==> run_1/clock_wires.png <==
Scale: 8 px per um.
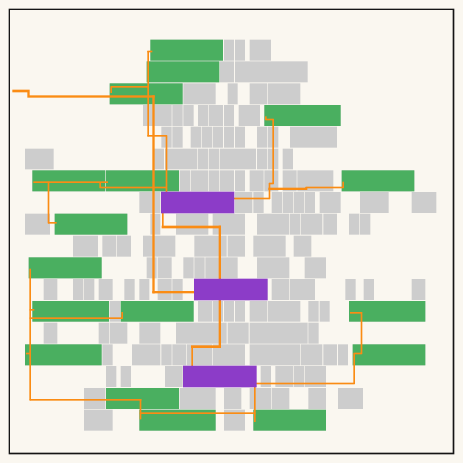
==> run_1/class_map.png <==
Scale: 6 px per um. Fill, decap, tap and diode cells in grey.
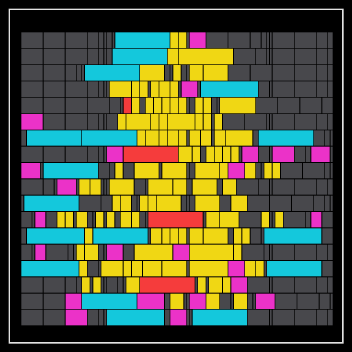
==> run_1/m2.png <==
Scale: 8 px per um.
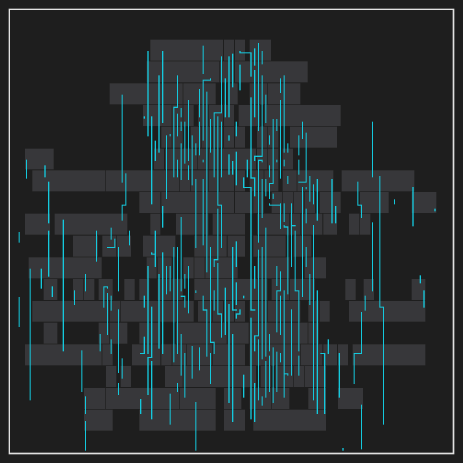
[config.mk]
export PLATFORM = sky130hd
export DESIGN_NAME = mbus_power_seq_flat
export DESIGN_NICKNAME = d
export VERILOG_FILES = /design/src/rtl/mbus_power_seq_pkg.sv /design/src/rtl/mbus_power_seq_if.sv /design/src/rtl/mbus_power_seq_sync2.sv /design/src/rtl/mbus_power_seq.sv /design/src/flat_wrapper.sv
export SDC_FILE = /design/constraint.sdc
export NUM_CORES = 1
export LEC_CHECK = 0
export ABC_AREA = 1
export CAP_MARGIN = 20
export CORE_MARGIN = 1.5
export CORE_UTILIZATION = 40
export CTS_BUF_LIST = sky130_fd_sc_hd__clkbuf_16
export CTS_CLUSTER_DIAMETER = 120
export DETAILED_ROUTE_END_ITERATION = 6
export PLACE_DENSITY = 0.71
export SLEW_MARGIN = 5
export SYNTH_ARGS = -nofsm -noshare
export SYNTH_HDL_FRONTEND = slang
export SYNTH_SLANG_ARGS = --single-unit
[constraint.sdc]
create_clock -name MBUS_CLK -period 1.4 [get_ports MBUS_CLK]
set_input_delay 0.42 -clock MBUS_CLK [delete_from_list [all_inputs] [get_ports MBUS_CLK]]
set_output_delay 0.42 -clock MBUS_CLK [all_outputs]
set_load 0.02 [all_outputs]
[src/rtl/mbus_power_seq_pkg.sv]
// Shared types and constants for the MBus member-node layer power sequencer.
`timescale 1ns/1ps
package mbus_power_seq_pkg;

    typedef enum logic [2:0] {
        ST_ASLEEP   = 3'd0,
        ST_PWR_UP   = 3'd1,
        ST_REL_RST  = 3'd2,
        ST_AWAKE    = 3'd3,
        ST_HOLD_ISO = 3'd4,
        ST_CLR      = 3'd5
    } pseq_state_e;

    // Isolation encoding shared with the rest of the MBus library.
    localparam logic IO_HOLD    = 1'b1;
    localparam logic IO_RELEASE = 1'b0;

    function automatic int clamp_cyc(input int cyc);
        return (cyc < 1) ? 1 : cyc;
    endfunction

endpackage

[src/rtl/mbus_power_seq_if.sv]
// Bus-side and power-control signals between the sequencer and its neighbours.
`timescale 1ns/1ps
interface mbus_power_seq_if;

    logic BUS_BUSYn;
    logic SLEEP_REQ;
    logic WAKEUP_REQ;
    logic MBC_SLEEP;
    logic MBC_SLEEP_B;
    logic MBC_ISOLATE;
    logic MBC_ISOLATE_B;
    logic MBC_RESET;
    logic MBC_RESET_B;
    logic SC_CLR_BUSY;

    modport slave (
        input  BUS_BUSYn, SLEEP_REQ, WAKEUP_REQ,
        output MBC_SLEEP, MBC_SLEEP_B, MBC_ISOLATE, MBC_ISOLATE_B,
               MBC_RESET, MBC_RESET_B, SC_CLR_BUSY
    );

    modport master (
        output BUS_BUSYn, SLEEP_REQ, WAKEUP_REQ,
        input  MBC_SLEEP, MBC_SLEEP_B, MBC_ISOLATE, MBC_ISOLATE_B,
               MBC_RESET, MBC_RESET_B, SC_CLR_BUSY
    );

endinterface

[src/rtl/mbus_power_seq_sync2.sv]
// Two-flop synchronizer for an asynchronous level input, clears to 0 on reset.
`timescale 1ns/1ps
module mbus_sync2 (
    input  logic clk_i,
    input  logic rst_n_i,
    input  logic d_i,
    output logic q_o
);

    logic meta_q;
    logic sync_q;

    // Two-stage capture of the asynchronous input.
    always_ff @(posedge clk_i or negedge rst_n_i) begin
        if (!rst_n_i) begin
            meta_q <= 1'b0;
            sync_q <= 1'b0;
        end else begin
            meta_q <= d_i;
            sync_q <= meta_q;
        end
    end

    assign q_o = sync_q;

endmodule

[src/rtl/mbus_power_seq.sv]
// Orders power un-gate, isolation release and reset release of the bus
// controller domain on wake, and reverses the order on sleep.
`timescale 1ns/1ps
module mbus_power_seq
    import mbus_power_seq_pkg::*;
#(
    parameter int PWR_SETTLE_CYC = 2,
    parameter int ISO_SETTLE_CYC = 1,
    parameter int CNT_W          = 4
) (
    input  logic           MBUS_CLK,
    input  logic           RESETn,
    mbus_power_seq_if.slave bus
);

    localparam logic [CNT_W-1:0] PWR_LOAD = CNT_W'(clamp_cyc(PWR_SETTLE_CYC) - 1);
    localparam logic [CNT_W-1:0] ISO_LOAD = CNT_W'(clamp_cyc(ISO_SETTLE_CYC) - 1);
    localparam logic [CNT_W-1:0] CNT_ONE  = CNT_W'(1);

    pseq_state_e      state_q;
    logic [CNT_W-1:0] cnt_q;
    logic             sleep_pend_q;
    logic             sleep_q, sleep_b_q;
    logic             iso_q, iso_b_q;
    logic             rst_q, rst_b_q;
    logic             clr_q;
    logic             wake_s;

    mbus_sync2 u_wake_sync (
        .clk_i   (MBUS_CLK),
        .rst_n_i (RESETn),
        .d_i     (bus.WAKEUP_REQ),
        .q_o     (wake_s)
    );

    // Sequencer FSM; each _b flop is written alongside its true output.
    always_ff @(posedge MBUS_CLK or negedge RESETn) begin
        if (!RESETn) begin
            state_q      <= ST_ASLEEP;
            cnt_q        <= '0;
            sleep_pend_q <= 1'b0;
            sleep_q      <= 1'b1;
            sleep_b_q    <= 1'b0;
            iso_q        <= IO_HOLD;
            iso_b_q      <= ~IO_HOLD;
            rst_q        <= 1'b1;
            rst_b_q      <= 1'b0;
            clr_q        <= 1'b0;
        end else begin
            case (state_q)
                ST_ASLEEP: begin
                    if (!bus.BUS_BUSYn || wake_s) begin
                        sleep_q   <= 1'b0;
                        sleep_b_q <= 1'b1;
                        cnt_q     <= PWR_LOAD;
                        state_q   <= ST_PWR_UP;
                    end
                end
                ST_PWR_UP: begin
                    if (bus.SLEEP_REQ) sleep_pend_q <= 1'b1;
                    if (cnt_q == '0) begin
                        iso_q   <= IO_RELEASE;
                        iso_b_q <= ~IO_RELEASE;
                        cnt_q   <= ISO_LOAD;
                        state_q <= ST_REL_RST;
                    end else begin
                        cnt_q <= cnt_q - CNT_ONE;
                    end
                end
                ST_REL_RST: begin
                    if (bus.SLEEP_REQ) sleep_pend_q <= 1'b1;
                    if (cnt_q == '0) begin
                        rst_q   <= 1'b0;
                        rst_b_q <= 1'b1;
                        state_q <= ST_AWAKE;
                    end else begin
                        cnt_q <= cnt_q - CNT_ONE;
                    end
                end
                ST_AWAKE: begin
                    // Sleep wins over a concurrent wake; ASLEEP re-powers if wake persists.
                    if (bus.SLEEP_REQ || sleep_pend_q) begin
                        rst_q        <= 1'b1;
                        rst_b_q      <= 1'b0;
                        iso_q        <= IO_HOLD;
                        iso_b_q      <= ~IO_HOLD;
                        cnt_q        <= ISO_LOAD;
                        sleep_pend_q <= 1'b0;
                        state_q      <= ST_HOLD_ISO;
                    end
                end
                ST_HOLD_ISO: begin
                    if (cnt_q == '0) begin
                        sleep_q   <= 1'b1;
                        sleep_b_q <= 1'b0;
                        clr_q     <= 1'b1;
                        state_q   <= ST_CLR;
                    end else begin
                        cnt_q <= cnt_q - CNT_ONE;
                    end
                end
                ST_CLR: begin
                    clr_q   <= 1'b0;
                    state_q <= ST_ASLEEP;
                end
                default: begin
                    state_q      <= ST_ASLEEP;
                    cnt_q        <= '0;
                    sleep_pend_q <= 1'b0;
                    sleep_q      <= 1'b1;
                    sleep_b_q    <= 1'b0;
                    iso_q        <= IO_HOLD;
                    iso_b_q      <= ~IO_HOLD;
                    rst_q        <= 1'b1;
                    rst_b_q      <= 1'b0;
                    clr_q        <= 1'b0;
                end
            endcase
        end
    end

    assign bus.MBC_SLEEP     = sleep_q;
    assign bus.MBC_SLEEP_B   = sleep_b_q;
    assign bus.MBC_ISOLATE   = iso_q;
    assign bus.MBC_ISOLATE_B = iso_b_q;
    assign bus.MBC_RESET     = rst_q;
    assign bus.MBC_RESET_B   = rst_b_q;
    assign bus.SC_CLR_BUSY   = clr_q;

endmodule

[src/flat_wrapper.sv]
// flat-port wrapper written by rule: the top's interface ports become plain ports
module mbus_power_seq_flat import mbus_power_seq_pkg::*;
#(
    parameter int PWR_SETTLE_CYC = 2,
    parameter int ISO_SETTLE_CYC = 1,
    parameter int CNT_W          = 4
)
  (MBUS_CLK, RESETn, bus_BUS_BUSYn, bus_SLEEP_REQ, bus_WAKEUP_REQ, bus_MBC_SLEEP, bus_MBC_SLEEP_B, bus_MBC_ISOLATE, bus_MBC_ISOLATE_B, bus_MBC_RESET, bus_MBC_RESET_B, bus_SC_CLR_BUSY);
  mbus_power_seq_if bus_i ();
  input  logic MBUS_CLK;
  input  logic RESETn;
  input wire logic [$bits(bus_i.BUS_BUSYn)-1:0] bus_BUS_BUSYn;
  input wire logic [$bits(bus_i.SLEEP_REQ)-1:0] bus_SLEEP_REQ;
  input wire logic [$bits(bus_i.WAKEUP_REQ)-1:0] bus_WAKEUP_REQ;
  output wire logic [$bits(bus_i.MBC_SLEEP)-1:0] bus_MBC_SLEEP;
  output wire logic [$bits(bus_i.MBC_SLEEP_B)-1:0] bus_MBC_SLEEP_B;
  output wire logic [$bits(bus_i.MBC_ISOLATE)-1:0] bus_MBC_ISOLATE;
  output wire logic [$bits(bus_i.MBC_ISOLATE_B)-1:0] bus_MBC_ISOLATE_B;
  output wire logic [$bits(bus_i.MBC_RESET)-1:0] bus_MBC_RESET;
  output wire logic [$bits(bus_i.MBC_RESET_B)-1:0] bus_MBC_RESET_B;
  output wire logic [$bits(bus_i.SC_CLR_BUSY)-1:0] bus_SC_CLR_BUSY;
  assign bus_i.BUS_BUSYn = bus_BUS_BUSYn;
  assign bus_i.SLEEP_REQ = bus_SLEEP_REQ;
  assign bus_i.WAKEUP_REQ = bus_WAKEUP_REQ;
  assign bus_MBC_SLEEP = bus_i.MBC_SLEEP;
  assign bus_MBC_SLEEP_B = bus_i.MBC_SLEEP_B;
  assign bus_MBC_ISOLATE = bus_i.MBC_ISOLATE;
  assign bus_MBC_ISOLATE_B = bus_i.MBC_ISOLATE_B;
  assign bus_MBC_RESET = bus_i.MBC_RESET;
  assign bus_MBC_RESET_B = bus_i.MBC_RESET_B;
  assign bus_SC_CLR_BUSY = bus_i.SC_CLR_BUSY;
  mbus_power_seq #(.PWR_SETTLE_CYC(PWR_SETTLE_CYC), .ISO_SETTLE_CYC(ISO_SETTLE_CYC), .CNT_W(CNT_W)) u_core (.MBUS_CLK(MBUS_CLK), .RESETn(RESETn), .bus(bus_i));
endmodule
==> impl_metrics.json, run 1 <==
{
  "status": "finished clean",
  "grt_overflow": 0,
  "whs_ns": 0.346,
  "cpPeakStageDelay_ns": 0.38,
  "placementRows": 18,
  "wl_per_cell_um": 12.6,
  "numCtsBuffers": 3,
  "fp_nets": 137,
  "final.setup.tns_ns": 0,
  "critPathLaunchType": "register",
  "critical_path.top_delay_family": "flip-flops",
  "finalMaxSlewViolations": 0,
  "ir_drop_mv": 1.41,
  "dp_hpwl_mm": 1.64,
  "swShare": 0.461,
  "synth.distinct_cells": 27,
  "min_to": "u_core.u_wake_sync.q_o",
  "diodes": 0,
  "reg2reg_to": "u_core.sleep_pend_q",
  "dpl-instance-area_um2": 1280,
  "finalNetCount": 163,
  "clkSlewWorstSetupHoldPaths_ns": 0.05,
  "grt_pass1_vias": 925,
  "tool_warnings": 27,
  "cts-root-buf": "clkbuf_16",
  "p_per_area_nw_per_um2": 2530,
  "cts.path.max_buffers": 2,
  "cp_max_fo": 2,
  "grt_max_degree": 18,
  "areaGrowthSynthToFinish_pct": 29.3,
  "ios": 12,
  "yosysWarnings": 0,
  "cp.buffers_inverters": 1,
  "hp-class": "register to register",
  "power_frac_comb": 0.588,
  "setup_violations": 0,
  "place_ws_ns": -0.220,
  "seqPwrFrac": 0.253,
  "htreeDepth": 1,
  "yosysTopAreaCell": "dfrtp_1",
  "slowest_stage": "dfrtp_1",
  "instances_no_fill": 185,
  "ant_nets": 0,
  "drive_gt1_frac": 0.394,
  "ys_seq_share": 0.392
}
Notes on clock_wires.png above:
legend:
  purple:
    item: clock-net drivers
    count: 3
  orange:
    item: clock wires
    length: 260 um
  green:
    item: flip-flops
    count: 17
routed clock nets: 4
flops lie: all over the die

Notes on class_map.png above:
legend:
  yellow:
    class: remaining logic cells
    cells: 111
    share_of_their_area: 50%
  red:
    class: clock drivers and dummy loads
    cells: 4
    share_of_their_area: 5.7%
  magenta:
    class: remaining buffers and delay cells
    cells: 23
    share_of_their_area: 13%
  cyan:
    class: registers
    cells: 17
    share_of_their_area: 31%

Notes on m2.png above:
nets with wire on the layer: 132
longest straight run: 22.4 um
wire length on this layer: 1080 um
share of all routed wire: 46%

[run 1: how the worst max path moves through the flow]
stage                     depth (start not counted)  slack (ns)              startpoint                  end
after detailed placement                          8       -0.22           bus_SLEEP_REQ  u_core.sleep_pend_q
after global placement                            8       -0.18           bus_SLEEP_REQ  u_core.sleep_pend_q
after global routing                              9       -0.01         u_core.cnt_q[1]  u_core.sleep_pend_q
after CTS                                         7       0.007       u_core.state_q[1]      u_core.cnt_q[0]
final                                             1        0.03  u_core.bus.SC_CLR_BUSY      bus_SC_CLR_BUSY
after floorplan                                   9        0.11         u_core.cnt_q[0]  u_core.sleep_pend_q
[run 1: logic make-up after synthesis]
logic type	Yosys count	share of synthesized area
DFF	17	0.392
xor gates and xnor gates	1	0.00799
buffers and inverters	18	0.0810
adders and majority gates	2	0.0228
and+or+nand+nor	83	0.446
AOI/OAI and AO/OA	9	0.0502
[run 1: Yosys cell counts]
master     number
ha_1            2
nand2_2         8
nand4_2         1
o211ai_1        1
nand3_2         2
nand2_1        40
o21ai_0         1
xor2_1          1
nor2_1          8
nand3_1         8
buf_6           2
nor2_2          2
nand4_1         1
clkinv_2        1
dfrtp_1        14
o21ai_1         3
nor2_8          1
nand2_4         5
inv_2           2
inv_4           2
dfstp_2         3
a21oi_1         2
nor2_4          5
o2111ai_1       1
nand3_4         2
inv_1          11
a31o_2          1
[run 1: sequential cells by signal, summed over array words and instances, names as in the netlist]
signal	flops
u_core.bus.MBC_ISOLATE	1
u_core.bus.MBC_ISOLATE_B	1
u_core.bus.MBC_RESET	1
u_core.bus.MBC_RESET_B	1
u_core.bus.MBC_SLEEP	1
u_core.bus.MBC_SLEEP_B	1
u_core.bus.SC_CLR_BUSY	1
u_core.cnt_q	4
u_core.sleep_pend_q	1
u_core.state_q	3
u_core.u_wake_sync.meta_q	1
u_core.u_wake_sync.q_o	1
[run 1: final cells by class]
type	count	area [um^2]
Tap cell	30	37.5
Clock buffer	3	75.1
Sequential cell	17	432
Fill cell	220	1130
Multi-Input combinational cell	95	618
Clock inverter	1	3.75
Timing Repair Buffer	23	183
Inverter	16	68.8
[run 1: power by group through the flow]
stage | logic, mW | registers (mW) | clock network [mW]
2_1_floorplan | 1.38 | 0.968 | 0
3_3_place_gp | 1.90 | 0.906 | 0
3_5_place_dp | 1.94 | 0.912 | 0
4_1_cts | 1.90 | 0.899 | 0.576
5_1_grt | 2.36 | 0.932 | 0.603
6_report | 2.11 | 0.906 | 0.571
[run 1: routing by layer]
metal  up-vias  global-route usage  share of wire
met5         -                   0              0
met3        11              0.0445          0.047
met2        30               0.260           0.46
met4         0              0.0976          0.032
met1       428               0.212           0.46
li1        455                   -              -
[run 1: what timing repair did]
action,CTS,global route
hold buffers,0,0
setup buffers,0,4
setup endpoints to repair,7,11
pin swaps,0,3
resized,16,14
==> run 2: changes to the inputs <==
==> constraint.sdc (replaced) <==
create_clock -name MBUS_CLK -period 1.45 [get_ports MBUS_CLK]
set_input_delay 0.435 -clock MBUS_CLK [delete_from_list [all_inputs] [get_ports MBUS_CLK]]
set_output_delay 0.435 -clock MBUS_CLK [all_outputs]
set_load 0.02 [all_outputs]
==> run_2/clock_wires.png <==
Scale: 8 px per um.
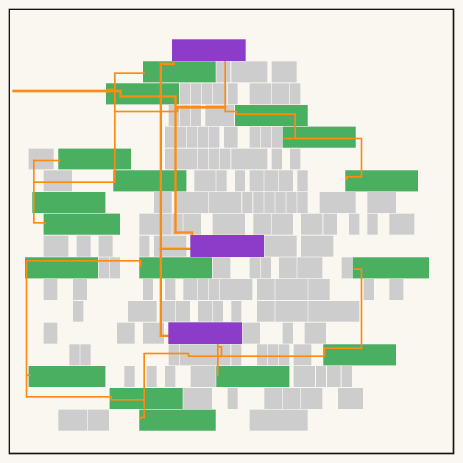
legend:
  green:
    item: flip-flops
    count: 17
  orange:
    item: clock wires
    length: 290 um
  purple:
    item: clock-net drivers
    count: 3
flops lie: all over the die

==> run_2/m2.png <==
Scale: 8 px per um.
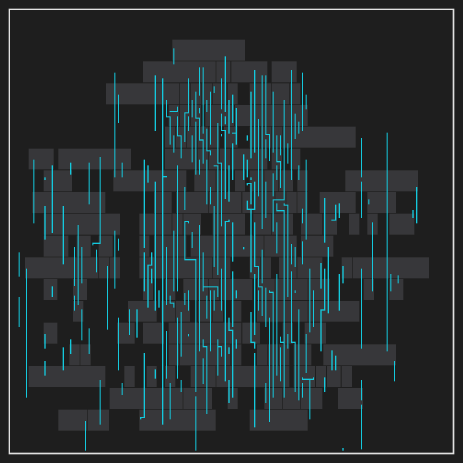
longest straight run: 43.2 um
share of all routed wire: 48%
main direction: vertical

==> run 2 against run 1 <==
Effect of this change: first-iteration DRC count rose by 13%; die size did not move; setup slack improved by 0.0071 ns; final cell count fell by 1.6%; sequential cell count did not move; critical path type is now input port to register; highest routed layer unchanged.
==> impl_metrics.json, run 2 <==
{
  "dp_hpwl_mm": 1.67,
  "yosysTopAreaCell": "dfrtp_1",
  "grt_overflow": 0,
  "areaGrowthSynthToFinish_pct": 23.7,
  "cpPeakStageDelay_ns": 0.51,
  "synth-async-reset-ratio": 1.00,
  "synth.distinct_cells": 27,
  "synthTopCellsByCount": "nand2_1 (40), dfrtp_1 (14), inv_1 (11)",
  "placementRows": 18,
  "yosysWarnings": 0,
  "instances_no_fill": 182,
  "tool_warnings": 28,
  "cp.buffers_inverters": 3,
  "crit_chain": "clkdlybuf4s50_1 > nor2_2 > nand3_4 > clkinv_2 > nor2_4 > nand3_2 > nand2_1 > inv_1",
  "grt_max_degree": 18,
  "diodes": 0,
  "yosys-stat-area_um2": 1100,
  "numCtsBuffers": 3,
  "post-route-min-period_ns": 1.41,
  "regMostFlops": "u_core.cnt_q",
  "drive_gt1_frac": 0.342,
  "wl_per_cell_um": 12.8,
  "largest_reg_flops": 4,
  "synthFlopType": "dfrtp_1",
  "cts-root-buf": "clkbuf_16",
  "max_slew.worst_pin.slew_ns": 0.263,
  "clkSlewWorstSetupHoldPaths_ns": 0.05,
  "slowest_stage": "clkdlybuf4s50_1",
  "ir_drop_mv": 1.18,
  "fp_nets": 137,
  "ys_seq_share": 0.392,
  "critical_path.top_delay_family": "buffers and inverters",
  "finalNetCount": 160,
  "cp_max_fo": 4,
  "grt_pass1_vias": 950,
  "edf_count": 0,
  "finalMaxSlewViolations": 0,
  "cts.path.max_buffers": 2,
  "reg_top3": "u_core.cnt_q: 4 flops, u_core.state_q: 3 flops",
  "crit_cells": 8,
  "status": "finished clean"
}
==> run_2/class_map.png <==
Scale: 6 px per um. Fill, decap, tap and diode cells in grey.
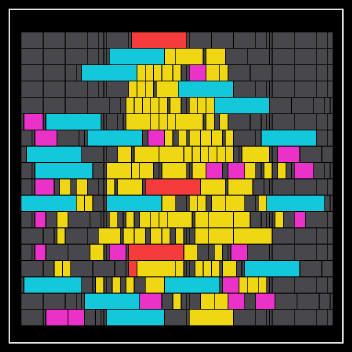
legend:
  yellow:
    class: remaining logic cells
    cells: 111
    share_of_their_area: 49%
  red:
    class: clock drivers and dummy loads
    cells: 4
    share_of_their_area: 6.0%
  magenta:
    class: remaining buffers and delay cells
    cells: 20
    share_of_their_area: 12%
  cyan:
    class: registers
    cells: 17
    share_of_their_area: 33%

## run 2: cell counts after synthesis
No cell type changed its count.
## run 2: worst reg2reg max path, delay by kind of cell (launching register included)
kind | cells | cell delay (ns)
adder cells (fa/ha/maj) | 1 | 0.17
buffers and inverters | 3 | 0.27
flip-flops | 1 | 0.39
AND/OR/NAND/NOR | 5 | 0.46
## run 2: power breakdown
part / internal (mW) / switching [mW]
Sequential: 0.704 / 0.189
Combinational: 0.690 / 1.15
Clock: 0.367 / 0.190
## run 2: layer usage
metal  GRT usage  up-vias  wire, um
li1            -      456         -
met1       0.221      426      1030
met2       0.257       35      1110
met3      0.0422        5       136
met4       0.101        0        51
met5           0        -         0
## run 2: cell families after synthesis
group	after synthesis	share of synthesized area
AND-OR/OR-AND	9	0.0502
adder cells (fa/ha/maj)	2	0.0228
XOR/XNOR	1	0.00799
AND/OR/NAND/NOR	83	0.446
flip-flops	17	0.392
buffers and inverters	18	0.0810
## run 2: what timing repair did
item,in CTS,in global routing
setup endpoints to repair,7,11
gates resized,16,3
hold buffers,0,0
## run 2: worst paths after layout
| check | end | slack [ns] |
|---|---|---|
| setup / recovery | u_core.sleep_pend_q | 0.04 |
| hold / removal | u_core.u_wake_sync.q_o | 0.35 |
| setup reg to reg | u_core.sleep_pend_q | 0.06 |
| hold reg to reg | u_core.u_wake_sync.q_o | 0.35 |
| max in group asynchronous | u_core.bus.MBC_ISOLATE | 0.69 |
| min in group asynchronous | u_core.state_q[1] | 0.51 |
## run 2: area by class of cell
class,instances,area (um^2)
clock buffers,3,75.1
clock inverters,1,3.75
fillers,241,1190
inverters,16,66.3
multi-input cells,95,586
flip-flops and latches,17,430
well taps,30,37.5
repair buffers,20,158
## run 2: metrics by stage
step	utilization	hold WS (ns)	worst slack (ns)	cell area [um^2]	TNS, ns
finish	0.533	0.353	0.0403	1360	0
global route	0.533	0.368	-0.0153	1360	-0.0248
CTS	0.529	0.348	0.0165	1350	0
detailed placement	0.506	0.337	-0.195	1290	-2.16
global placement	0.506	0.334	-0.166	1290	-1.89
floorplan	-	0.139	0.155	1100	0
No activity file was given, so power comes from the tool's default toggle rates.
